==> src/rtl/fifo_reader_fsm.sv <==
// rtl/fifo_reader_fsm.sv - FIFO read-side controller with valid/ready output and burst marking
// Optional READER_PARITY_EN adds out_parity, even parity of out_data.
module fifo_reader_fsm #(
  parameter int DATA_WIDTH  = 8,
  parameter int BURST_LEN   = 4,
  parameter int CNT_WIDTH   = 2,
  parameter int TOTAL_WIDTH = 16
) (
  input  logic                   clk,
  input  logic                   rst,
  input  logic                   en,
  input  logic                   fifo_empty,
  input  logic [DATA_WIDTH-1:0]  fifo_data,
  output logic                   fifo_rd,
  output logic [DATA_WIDTH-1:0]  out_data,
  output logic                   out_valid,
  input  logic                   out_ready,
  output logic                   out_last,
  output logic                   busy,
  output logic [TOTAL_WIDTH-1:0] words_sent
`ifdef READER_PARITY_EN
  ,
  output logic                   out_parity
`endif
);

  localparam logic [1:0] S_IDLE    = 2'd0;
  localparam logic [1:0] S_REQ     = 2'd1;
  localparam logic [1:0] S_WAIT    = 2'd2;
  localparam logic [1:0] S_PRESENT = 2'd3;

  localparam logic [CNT_WIDTH-1:0] LAST_BEAT = CNT_WIDTH'(BURST_LEN - 1);

  logic [1:0]           state;
  logic [1:0]           state_nxt;
  logic [CNT_WIDTH-1:0] beat_cnt;
  logic                 xfer;
  logic                 can_pop;

  assign xfer    = out_valid && out_ready;
  assign can_pop = en && !fifo_empty;

  always_ff @(posedge clk or posedge rst) begin
    if (rst) begin
      state <= S_IDLE;
    end else begin
      state <= state_nxt;
    end
  end

  always_comb begin
    state_nxt = S_IDLE;
    case (state)
      S_IDLE:    state_nxt = can_pop ? S_REQ : S_IDLE;
      S_REQ:     state_nxt = S_WAIT;
      S_WAIT:    state_nxt = S_PRESENT;
      S_PRESENT: begin
        if (xfer) begin
          state_nxt = can_pop ? S_REQ : S_IDLE;
        end else begin
          state_nxt = S_PRESENT;
        end
      end
      default:   state_nxt = S_IDLE;
    endcase
  end

  // All handshake outputs decode from the registered state, so reset clears them at once.
  always_comb begin
    fifo_rd   = (state == S_REQ);
    out_valid = (state == S_PRESENT);
    busy      = (state != S_IDLE);
    out_last  = out_valid && (beat_cnt == LAST_BEAT);
  end

  always_ff @(posedge clk or posedge rst) begin
    if (rst) begin
      out_data <= '0;
`ifdef READER_PARITY_EN
      out_parity <= 1'b0;
`endif
    end else if (state == S_WAIT) begin
      out_data <= fifo_data;
`ifdef READER_PARITY_EN
      out_parity <= ^fifo_data;
`endif
    end
  end

  always_ff @(posedge clk or posedge rst) begin
    if (rst) begin
      beat_cnt   <= '0;
      words_sent <= '0;
    end else if (xfer) begin
      words_sent <= words_sent + TOTAL_WIDTH'(1);
      beat_cnt   <= (beat_cnt == LAST_BEAT) ? '0 : beat_cnt + CNT_WIDTH'(1);
    end
  end

endmodule

==> config.mk <==
export PLATFORM = sky130hd
export DESIGN_NAME = fifo_reader_fsm
export DESIGN_NICKNAME = d
export VERILOG_FILES = /design/src/rtl/fifo_reader_fsm.sv
export SDC_FILE = /design/constraint.sdc
export NUM_CORES = 1
export LEC_CHECK = 0
export CORE_MARGIN = 5
export CORE_UTILIZATION = 40
export DETAILED_ROUTE_END_ITERATION = 10
export PLACE_DENSITY = 0.75
export RECOVER_POWER = 50
export SKIP_CTS_REPAIR_TIMING = 1
export SLEW_MARGIN = 20
export SYNTH_ARGS = -nofsm -noshare
export SYNTH_HDL_FRONTEND = slang
export SYNTH_SLANG_ARGS = --single-unit
==> constraint.sdc <==
create_clock -name clk -period 1.4 [get_ports clk]
set_input_delay 0.28 -clock clk [delete_from_list [all_inputs] [get_ports clk]]
set_output_delay 0.28 -clock clk [all_outputs]
set_load 0.02 [all_outputs]
==> results.toml, run 1 <==
# synthesis and place-and-route metrics
[setup_path]
worstRegToRegCells = 5
rr_endpoint = "words_sent[9]$_DFFE_PP0P_"
critPathLaunch = "beat_cnt[0]$_DFFE_PP0P_"
critPathCaptureType = "primary output"
startpoint_type = "flip-flop"

[timing]
hold_slack_ns = 0.485
fin_tns_setup_ns = -0.707
setup_ws_ns = -0.147
setup_viol = 13
rsz0062_at_grt = "yes"

[worst_hold_path]
hp-class = "reg2reg"

[placed_design]
dp_slack_ns = -0.327
dp_hpwl_um = 1900

[cts]
cts_tree = "done"
clk_pin_slew_ns = 0.15

[run]
warnings = 27

[run_status]
violations = "negative setup slack"
status = "finished with violations"

[synth]
synthCells = 93
syn_nets = 108
async_flop_share_pct = 100

[cells_and_area]
multiInputCombCellCount = 62
diodes = 0
num-clock-buffers = 4

[route]
final_antenna_net_count = 0
vias_per_cell = 4.99
run 1: worst max-delay path, delay by kind of cell (launching register included):
family / cells / cell delay (ns)
flip-flops: 1 / 0.41
adder cells (fa/ha/maj): 1 / 0.21
AND/OR/NAND/NOR: 1 / 0.18
buffers and inverters: 1 / 0.15
run 1: metal layers:
layer	vias up	wire, um
met2	28	1410
met1	460	1110
met3	2	163
li1	438	-
met4	0	19
met5	-	0
run 1: registers in the layout, indices dropped and copies added, names as in the netlist:
register / flops
beat_cnt: 2
out_data: 8
state: 2
words_sent: 16
run 1: power breakdown:
part / internal (uW) / total [uW] / switching, uW / leakage, uW
registers: 1070 / 1240 / 179 / 0.000349
logic: 890 / 1650 / 764 / 0.000751
clock network: 159 / 393 / 234 / 0.0000210
total: 2110 / 3290 / 1180 / 0.00112
Figure 1. Metal 2 (run 1).
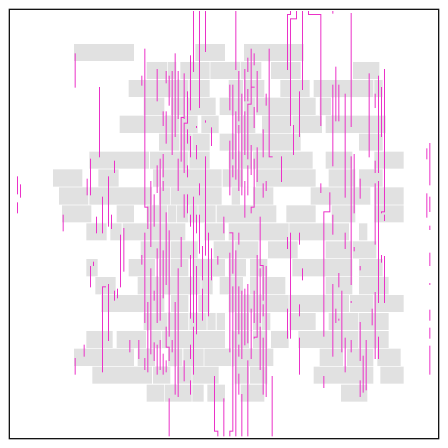
wire length on this layer: 1410 um
share of all routed wire: 52%
GRT met2 Usage: 22.6%
Via Count: 928
DRT Wirelength: 2700 um

Figure 2. Clock distribution (run 1).
The bar under the picture is 20 um long.
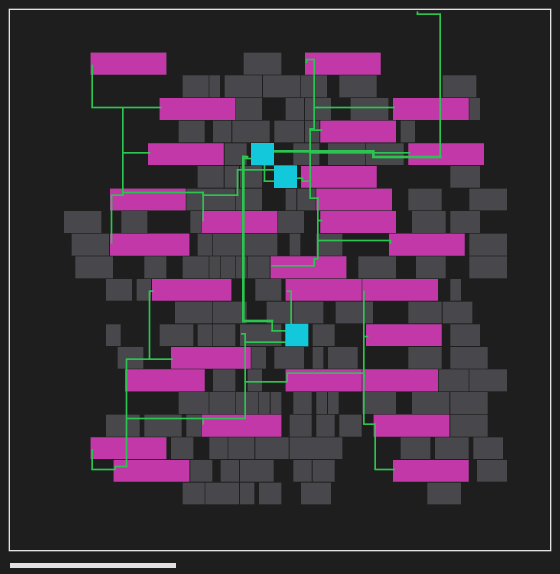
[green] clock wires | length: 320 um
[cyan] cells driving clock nets | count: 3
[magenta] flip-flops | count: 28
routed clock nets: 4
clk latency late pin: 0.33 ns
part of the power in the clock network: 11.9%

Figure 3. Metal 3 (run 1).
The bar under the picture is 20 um long.
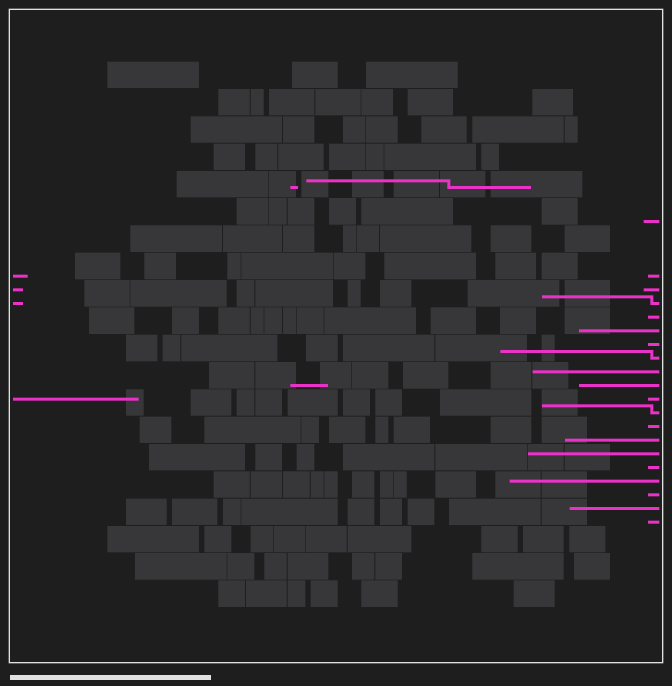
wire length on this layer: 164 um
share of all routed wire: 6.1%
longest straight run: 14.9 um
M3 GR Usage: 2.95%

Figure 4. Congestion heat map (run 1).
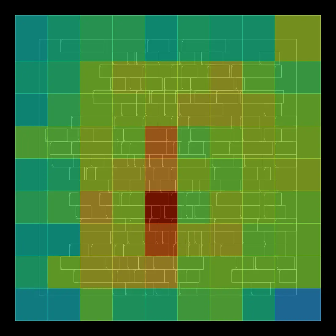
DR WL/cell: 14.5 um
met1 GRT Util: 14.7%
Most Used Layer, Global Route: met2
Total Routing Usage GR: 12.6%

Figure 5. Metal layers overlaid (run 1).
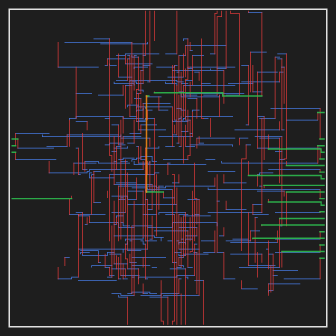

==> run 2: changes to the inputs <==
- SETUP_SLACK_MARGIN: default -> 0.05
- TNS_END_PERCENT: default -> 20
Figure 6. Metal layers overlaid (run 2).
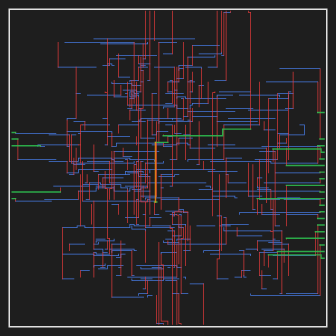
| colour | layer | wire length |
|---|---|---|
| blue | met1 | 1180 um |
| green | met3 | 124 um |
| orange | met4 | 12.2 um |
| red | met2 | 1220 um |
Total Routing Usage GR: 12.4%
Via Count: 859
DR WL/cell: 14.4 um
DRT Wirelength: 2540 um

Figure 7. Metal 2 (run 2).
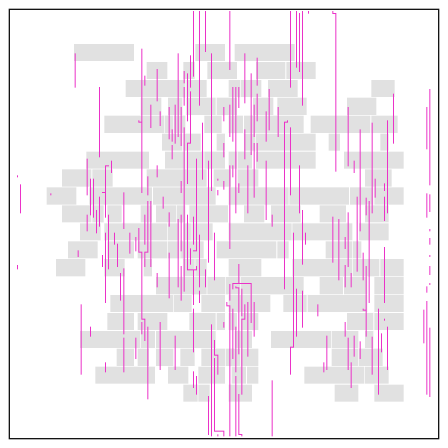
main direction: vertical
share of all routed wire: 48%
nets with wire on the layer: 139
longest straight run: 25.3 um
wire length on this layer: 1220 um
GRT met2 Usage: 21.1%

==> run 2 against run 1 <==
  * The flow still finishes with violations (negative setup slack)
  * Non-clock buffer count fell by 9
  * Routed wire length down 6.1%
  * Count of clock-buffer cells in the layout unchanged
  * Setup slack better by 0.0037 ns
  * Largest cell class unchanged
  * Power fell by 5.7%
  * Final area decreased by 4.5%
  * Maximum frequency grew 0.24%
  * Worst hold slack improved by 0.012 ns
  * Largest power group unchanged
==> results.toml, run 2 <==
# synthesis and place-and-route metrics
[run_status]
status = "finished with violations"
violations = "negative setup slack"

[worst_hold_path]
hp-class = "reg2reg"

[synth]
synthCells = 93

[power]
p_int_uw = 1970
p_comb_share_pct = 46.8
top_power_group = "combinational logic"
p_clk_uw = 383

[timing]
setup_viol = 7
rsz0062_at_grt = "yes"
setup_ws_ns = -0.143

[setup_path]
crit_buf_inv = 1
cp_top_family = "flip-flops"
critPathLaunch = "beat_cnt[0]$_DFFE_PP0P_"
worstRegToRegCells = 5
startpoint_type = "flip-flop"

[run]
warnings = 28

[cells_and_area]
multiInputCombCellCount = 62
regMostFlops = "words_sent"

[route]
final_antenna_net_count = 0

[cts]
cts_tree = "done"
Figure 8. Congestion heat map (run 2).
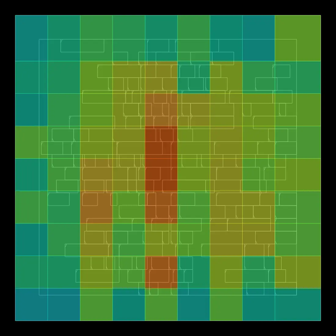
met1 GRT Util: 15.6%
Util after Layout: 59.8%
M3 GR Usage: 2.43%

run 2: through the flow:
stage | std cells | TNS [ns] | util, % | hold WS [ns]
floorplan | 93 | 0 | - | 0.345
global placement | 173 | -3.51 | 57.4 | 0.474
detailed placement | 173 | -3.98 | 57.4 | 0.484
CTS | 177 | -8.30 | 58.6 | 0.317
global route | 177 | -1.43 | 59.8 | 0.536
finish | 177 | -0.290 | 59.8 | 0.497
run 2: logic make-up after synthesis:
family	Yosys count	share of synthesized area, %
xor+xnor	15	10.9
simple gates	33	16.9
flops	28	58.0
compound gates	2	1.14
fa+ha+maj	2	2.07
mux	10	9.33
buf+inv	3	1.66
run 2: layer usage:
layer	global-route usage (%)	vias up	share of wire, %
met2	21.1	29	48
met5	0	-	0
met1	15.6	406	46
met4	4.75	0	0.47
li1	-	422	-
met3	2.43	2	4.8
Power and IR drop assume default switching activity.
